**Signal wires on met2**

Scale: 2 px per um.
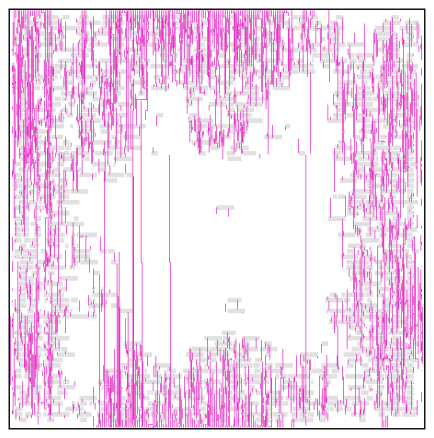
**I/O nets highlighted**

Scale: 2 px per um.
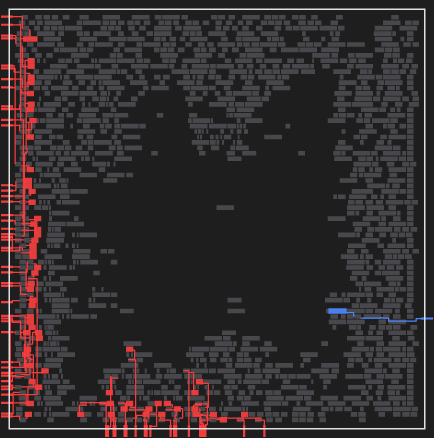
**Sequential cells colored by netlist name**

Scale: 2 px per um.
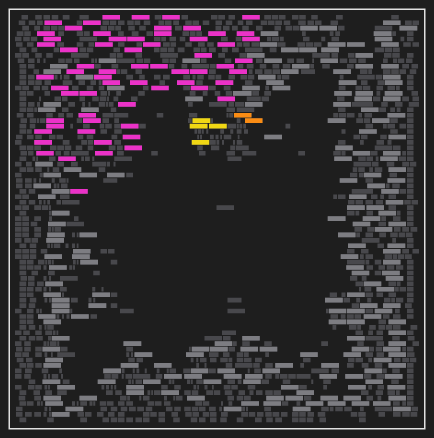
**Routed metal, one color a layer**

Scale: 3 px per um. Two of the layers only.
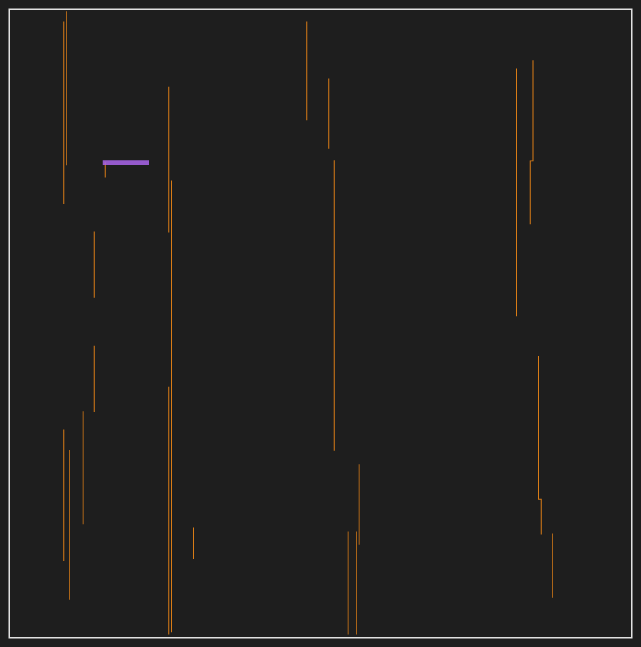
`src/rtl/mem_arb_pkg.sv`:
```
// Shared types and constants for the IF/LS unified-memory arbiter.
package mem_arb_pkg;

   localparam int unsigned ST_W = 2;
   localparam logic [ST_W-1:0] ST_IDLE  = 2'd0;
   localparam logic [ST_W-1:0] ST_GRANT = 2'd1;
   localparam logic [ST_W-1:0] ST_WAIT  = 2'd2;

   typedef enum logic {
      REQ_IF = 1'b0,
      REQ_LS = 1'b1
   } req_id_e;

   localparam int unsigned CNT_W       = $clog2(16);
   localparam int unsigned MEM_LAT_MIN = 1;
   localparam int unsigned MEM_LAT_MAX = 15;

endpackage

```
`src/rtl/mem_port_arbiter_if.sv`:
```
// Bundle of the IF port, LS port and shared-memory signals around the arbiter.
interface mem_port_arbiter_if #(
   parameter int unsigned ADDR_W = 64,
   parameter int unsigned DATA_W = 64
);

   logic              if_req;
   logic [ADDR_W-1:0] if_addr;
   logic              if_gnt;
   logic              if_rvalid;
   logic [DATA_W-1:0] if_rdata;

   logic              ls_req;
   logic              ls_we;
   logic [ADDR_W-1:0] ls_addr;
   logic [DATA_W-1:0] ls_wdata;
   logic              ls_gnt;
   logic              ls_rvalid;
   logic [DATA_W-1:0] ls_rdata;

   logic              mem_en;
   logic              mem_we;
   logic [ADDR_W-1:0] mem_addr;
   logic [DATA_W-1:0] mem_wdata;
   logic [DATA_W-1:0] mem_rdata;

   logic              arb_busy;

   // Arbiter side
   modport slave (
      input  if_req, if_addr, ls_req, ls_we, ls_addr, ls_wdata, mem_rdata,
      output if_gnt, if_rvalid, if_rdata, ls_gnt, ls_rvalid, ls_rdata,
             mem_en, mem_we, mem_addr, mem_wdata, arb_busy
   );

   // Requester / memory side
   modport master (
      output if_req, if_addr, ls_req, ls_we, ls_addr, ls_wdata, mem_rdata,
      input  if_gnt, if_rvalid, if_rdata, ls_gnt, ls_rvalid, ls_rdata,
             mem_en, mem_we, mem_addr, mem_wdata, arb_busy
   );

endinterface

```
`src/rtl/arb_pick.sv`:
```
// Combinational winner select between IF and LS.
// MEM_ARB_RR_EN selects round-robin on contention; otherwise LS has fixed priority.
module arb_pick
   import mem_arb_pkg::*;
(
   input  logic    if_req,
   input  logic    ls_req,
   input  req_id_e last_grant,
   output req_id_e winner,
   output logic    any_req
);

`ifdef MEM_ARB_RR_EN
   always_comb begin
      any_req = if_req | ls_req;
      winner  = REQ_LS;
      if (if_req && ls_req) begin
         winner = (last_grant == REQ_LS) ? REQ_IF : REQ_LS;
      end else if (if_req) begin
         winner = REQ_IF;
      end
   end
`else
   logic unused_last_grant;
   assign unused_last_grant = last_grant;

   always_comb begin
      any_req = if_req | ls_req;
      winner  = ls_req ? REQ_LS : REQ_IF;
   end
`endif

endmodule

```
`src/rtl/mem_port_arbiter.sv`:
```
// Non-pipelined arbiter sharing one fixed-latency single-port memory between IF and LS.
// Optional round-robin arbitration under MEM_ARB_RR_EN (default: fixed LS-over-IF).
module mem_port_arbiter
   import mem_arb_pkg::*;
#(
   parameter int unsigned ADDR_W  = 64,
   parameter int unsigned DATA_W  = 64,
   parameter int unsigned MEM_LAT = 2
) (
   input logic                clk,
   input logic                reset_n,
   mem_port_arbiter_if.slave  bus
);

   if (MEM_LAT < MEM_LAT_MIN || MEM_LAT > MEM_LAT_MAX) begin : g_lat_chk
      $error("mem_port_arbiter: MEM_LAT must be 1..15");
   end

   logic [ST_W-1:0]   state_q, state_d;
   logic [CNT_W-1:0]  cnt_q, cnt_d;
   req_id_e           winner_q, winner_d;

   logic              if_gnt_q, if_gnt_d;
   logic              ls_gnt_q, ls_gnt_d;
   logic              if_rvalid_q, if_rvalid_d;
   logic              ls_rvalid_q, ls_rvalid_d;
   logic [DATA_W-1:0] if_rdata_q, if_rdata_d;
   logic [DATA_W-1:0] ls_rdata_q, ls_rdata_d;
   logic              mem_en_q, mem_en_d;
   logic              mem_we_q, mem_we_d;
   logic [ADDR_W-1:0] mem_addr_q, mem_addr_d;
   logic [DATA_W-1:0] mem_wdata_q, mem_wdata_d;
   logic              busy_q, busy_d;

   req_id_e           last_grant;
   req_id_e           pick_winner;
   logic              pick_any;

`ifdef MEM_ARB_RR_EN
   // Remembers which port owned the memory last, for round-robin fairness
   always_ff @(posedge clk or negedge reset_n) begin
      if (!reset_n) begin
         last_grant <= REQ_IF;
      end else if (state_q == ST_GRANT) begin
         last_grant <= winner_q;
      end
   end
`else
   assign last_grant = REQ_IF;
`endif

   arb_pick u_arb_pick (
      .if_req     (bus.if_req),
      .ls_req     (bus.ls_req),
      .last_grant (last_grant),
      .winner     (pick_winner),
      .any_req    (pick_any)
   );

   // FSM state register
   always_ff @(posedge clk or negedge reset_n) begin
      if (!reset_n) begin
         state_q <= ST_IDLE;
      end else begin
         state_q <= state_d;
      end
   end

   // Next state and next values of every registered output
   always_comb begin
      state_d     = state_q;
      cnt_d       = cnt_q;
      winner_d    = winner_q;
      if_gnt_d    = 1'b0;
      ls_gnt_d    = 1'b0;
      if_rvalid_d = 1'b0;
      ls_rvalid_d = 1'b0;
      if_rdata_d  = if_rdata_q;
      ls_rdata_d  = ls_rdata_q;
      mem_en_d    = 1'b0;
      mem_we_d    = mem_we_q;
      mem_addr_d  = mem_addr_q;
      mem_wdata_d = mem_wdata_q;

      case (state_q)
         ST_IDLE: begin
            if (pick_any) begin
               state_d  = ST_GRANT;
               winner_d = pick_winner;
               mem_en_d = 1'b1;
               if (pick_winner == REQ_LS) begin
                  ls_gnt_d    = 1'b1;
                  mem_we_d    = bus.ls_we;
                  mem_addr_d  = bus.ls_addr;
                  mem_wdata_d = bus.ls_wdata;
               end else begin
                  if_gnt_d    = 1'b1;
                  mem_we_d    = 1'b0;
                  mem_addr_d  = bus.if_addr;
                  mem_wdata_d = '0;
               end
            end
         end
         ST_GRANT: begin
            cnt_d   = CNT_W'(MEM_LAT);
            state_d = ST_WAIT;
         end
         ST_WAIT: begin
            cnt_d = cnt_q - CNT_W'(1);
            // Last wait cycle: memory data is valid now
            if (cnt_q == CNT_W'(1)) begin
               state_d = ST_IDLE;
               if (winner_q == REQ_LS) begin
                  ls_rvalid_d = 1'b1;
                  ls_rdata_d  = mem_we_q ? '0 : bus.mem_rdata;
               end else begin
                  if_rvalid_d = 1'b1;
                  if_rdata_d  = bus.mem_rdata;
               end
            end
         end
         default: begin
            state_d = ST_IDLE;
         end
      endcase

      busy_d = (state_d != ST_IDLE);
   end

   // Output and datapath registers
   always_ff @(posedge clk or negedge reset_n) begin
      if (!reset_n) begin
         cnt_q       <= '0;
         winner_q    <= REQ_IF;
         if_gnt_q    <= 1'b0;
         ls_gnt_q    <= 1'b0;
         if_rvalid_q <= 1'b0;
         ls_rvalid_q <= 1'b0;
         if_rdata_q  <= '0;
         ls_rdata_q  <= '0;
         mem_en_q    <= 1'b0;
         mem_we_q    <= 1'b0;
         mem_addr_q  <= '0;
         mem_wdata_q <= '0;
         busy_q      <= 1'b0;
      end else begin
         cnt_q       <= cnt_d;
         winner_q    <= winner_d;
         if_gnt_q    <= if_gnt_d;
         ls_gnt_q    <= ls_gnt_d;
         if_rvalid_q <= if_rvalid_d;
         ls_rvalid_q <= ls_rvalid_d;
         if_rdata_q  <= if_rdata_d;
         ls_rdata_q  <= ls_rdata_d;
         mem_en_q    <= mem_en_d;
         mem_we_q    <= mem_we_d;
         mem_addr_q  <= mem_addr_d;
         mem_wdata_q <= mem_wdata_d;
         busy_q      <= busy_d;
      end
   end

   assign bus.if_gnt    = if_gnt_q;
   assign bus.ls_gnt    = ls_gnt_q;
   assign bus.if_rvalid = if_rvalid_q;
   assign bus.ls_rvalid = ls_rvalid_q;
   assign bus.if_rdata  = if_rdata_q;
   assign bus.ls_rdata  = ls_rdata_q;
   assign bus.mem_en    = mem_en_q;
   assign bus.mem_we    = mem_we_q;
   assign bus.mem_addr  = mem_addr_q;
   assign bus.mem_wdata = mem_wdata_q;
   assign bus.arb_busy  = busy_q;

endmodule

```
`src/flat_wrapper.sv`:
```
// flat-port wrapper written by rule: the top's interface ports become plain ports
module mem_port_arbiter_flat import mem_arb_pkg::*;
#(
   parameter int unsigned ADDR_W  = 64,
   parameter int unsigned DATA_W  = 64,
   parameter int unsigned MEM_LAT = 2
)
  (clk, reset_n, bus_if_req, bus_if_addr, bus_ls_req, bus_ls_we, bus_ls_addr, bus_ls_wdata, bus_mem_rdata, bus_if_gnt, bus_if_rvalid, bus_if_rdata, bus_ls_gnt, bus_ls_rvalid, bus_ls_rdata, bus_mem_en, bus_mem_we, bus_mem_addr, bus_mem_wdata, bus_arb_busy);
  mem_port_arbiter_if #(.ADDR_W(ADDR_W), .DATA_W(DATA_W)) bus_i ();
  input logic clk;
  input logic reset_n;
  input wire logic [$bits(bus_i.if_req)-1:0] bus_if_req;
  input wire logic [$bits(bus_i.if_addr)-1:0] bus_if_addr;
  input wire logic [$bits(bus_i.ls_req)-1:0] bus_ls_req;
  input wire logic [$bits(bus_i.ls_we)-1:0] bus_ls_we;
  input wire logic [$bits(bus_i.ls_addr)-1:0] bus_ls_addr;
  input wire logic [$bits(bus_i.ls_wdata)-1:0] bus_ls_wdata;
  input wire logic [$bits(bus_i.mem_rdata)-1:0] bus_mem_rdata;
  output wire logic [$bits(bus_i.if_gnt)-1:0] bus_if_gnt;
  output wire logic [$bits(bus_i.if_rvalid)-1:0] bus_if_rvalid;
  output wire logic [$bits(bus_i.if_rdata)-1:0] bus_if_rdata;
  output wire logic [$bits(bus_i.ls_gnt)-1:0] bus_ls_gnt;
  output wire logic [$bits(bus_i.ls_rvalid)-1:0] bus_ls_rvalid;
  output wire logic [$bits(bus_i.ls_rdata)-1:0] bus_ls_rdata;
  output wire logic [$bits(bus_i.mem_en)-1:0] bus_mem_en;
  output wire logic [$bits(bus_i.mem_we)-1:0] bus_mem_we;
  output wire logic [$bits(bus_i.mem_addr)-1:0] bus_mem_addr;
  output wire logic [$bits(bus_i.mem_wdata)-1:0] bus_mem_wdata;
  output wire logic [$bits(bus_i.arb_busy)-1:0] bus_arb_busy;
  assign bus_i.if_req = bus_if_req;
  assign bus_i.if_addr = bus_if_addr;
  assign bus_i.ls_req = bus_ls_req;
  assign bus_i.ls_we = bus_ls_we;
  assign bus_i.ls_addr = bus_ls_addr;
  assign bus_i.ls_wdata = bus_ls_wdata;
  assign bus_i.mem_rdata = bus_mem_rdata;
  assign bus_if_gnt = bus_i.if_gnt;
  assign bus_if_rvalid = bus_i.if_rvalid;
  assign bus_if_rdata = bus_i.if_rdata;
  assign bus_ls_gnt = bus_i.ls_gnt;
  assign bus_ls_rvalid = bus_i.ls_rvalid;
  assign bus_ls_rdata = bus_i.ls_rdata;
  assign bus_mem_en = bus_i.mem_en;
  assign bus_mem_we = bus_i.mem_we;
  assign bus_mem_addr = bus_i.mem_addr;
  assign bus_mem_wdata = bus_i.mem_wdata;
  assign bus_arb_busy = bus_i.arb_busy;
  mem_port_arbiter #(.ADDR_W(ADDR_W), .DATA_W(DATA_W), .MEM_LAT(MEM_LAT)) u_core (.clk(clk), .reset_n(reset_n), .bus(bus_i));
endmodule
```
`config.mk`:
```
export PLATFORM = sky130hd
export DESIGN_NAME = mem_port_arbiter_flat
export DESIGN_NICKNAME = d
export VERILOG_FILES = /design/src/rtl/mem_arb_pkg.sv /design/src/rtl/mem_port_arbiter_if.sv /design/src/rtl/arb_pick.sv /design/src/rtl/mem_port_arbiter.sv /design/src/flat_wrapper.sv
export SDC_FILE = /design/constraint.sdc
export NUM_CORES = 1
export LEC_CHECK = 0
export CAP_MARGIN = 20
export CORE_AREA = 2 2 205 207
export DETAILED_ROUTE_END_ITERATION = 7
export DIE_AREA = 0 0 207 209
export PLACE_DENSITY = 0.66
export SLEW_MARGIN = 20
export SYNTH_ARGS = -nofsm -noshare
export SYNTH_HDL_FRONTEND = slang
export SYNTH_SLANG_ARGS = --single-unit
```
`constraint.sdc`:
```
create_clock -name clk -period 2.55 [get_ports clk]
set_clock_uncertainty 0.15 [all_clocks]
set_input_delay 0.51 -clock clk [delete_from_list [all_inputs] [get_ports clk]]
set_output_delay 0.51 -clock clk [all_outputs]
set_load 0.02 [all_outputs]
```
==> summary.txt <==
Number of enable flip-flop cells = 0
Worst path max stage delay = 0.79 ns
FMAX = 422 MHz
Top cells, area = dfrtp_1 (62%), mux2_2 (8.1%), mux2i_1 (5.9%)
Residual DRC = 0
Hold WC Path Type = in -> reg
Total gr overflow = 0
WP buf/inv = 1
Routed wl met3 = 2830 um
Clock Power Share = 0.212
Post-Syn Area = 11000 um2
Synthesis-to-finish area growth = 63.5%
Routed wl met2 = 17600 um
Synth cell count leaders = dfrtp_1 (270), mux2_2 (79), nand2_1 (68)
Hold path depth = 2
Gate power share = 0.445
# H-tree levels = 1
Max-area cell share = 0.617
Post-route cell area = 17900 um2
WP depth = 1
Registers = 270
Post-synth area from yosys stat = 11000 um2
Die Ht = 209 um
XOR Share, Synth = 0
Worst setup margin = 0.180 ns
Critical-path top delay cell = clkdlybuf4s50_1
Critical path arrival = 1.71 ns
Signal buf overhead = 0.313
Worst path required time = 1.89 ns
Vias in the first global route = 8804
Placed insts = 1855
Clock sinks = 270
Total negative slack = 0 ns
Finished Layout Cells = 1908
Share of layout cells above drive strength 1 = 0.119
Minimum clock period = 2.37 ns
Comb pwr = 8.87 mW
Met3 usage = 0.0479
Status = finished, final reports clean
Total power = 19.9 mW
Worst VDD drop = 0.000536 V
Setup crit end = bus_mem_addr[56]
About 'signal wires on met2':
share of all routed wire	50%
wire length on this layer	17600 um
total wire length: 35200 um
via total after detailed routing: 8424

About 'I/O nets highlighted':
port	color	bits	direction	edge	end cells	wire
`bus_ls_addr`	red	64	input	44 left, 20 bottom	64	1370 um
`bus_ls_rvalid`	blue	1	output	right	1	40.5 um
port bufs: 523
# IOs: 524

About 'sequential cells colored by netlist name':
signal	color	flops
`u_core.cnt_q`	yellow	4
`u_core.bus.mem_wdata`	magenta	64
`u_core.state_q`	orange	2
not colored	200
post-layout util: 0.434
sequential cell area: 6760 um2
Seq. pwr: 6.84 mW
flop share of the area: 0.377

About 'routed metal, one color a layer':
layer	color	wire length
M4	orange	1050 um
M5	purple	13.8 um
Total GRT Usage: 0.158
WL/cell: 18.4 um

Power figures rest on the tool's default switching activity, not on a simulated workload.
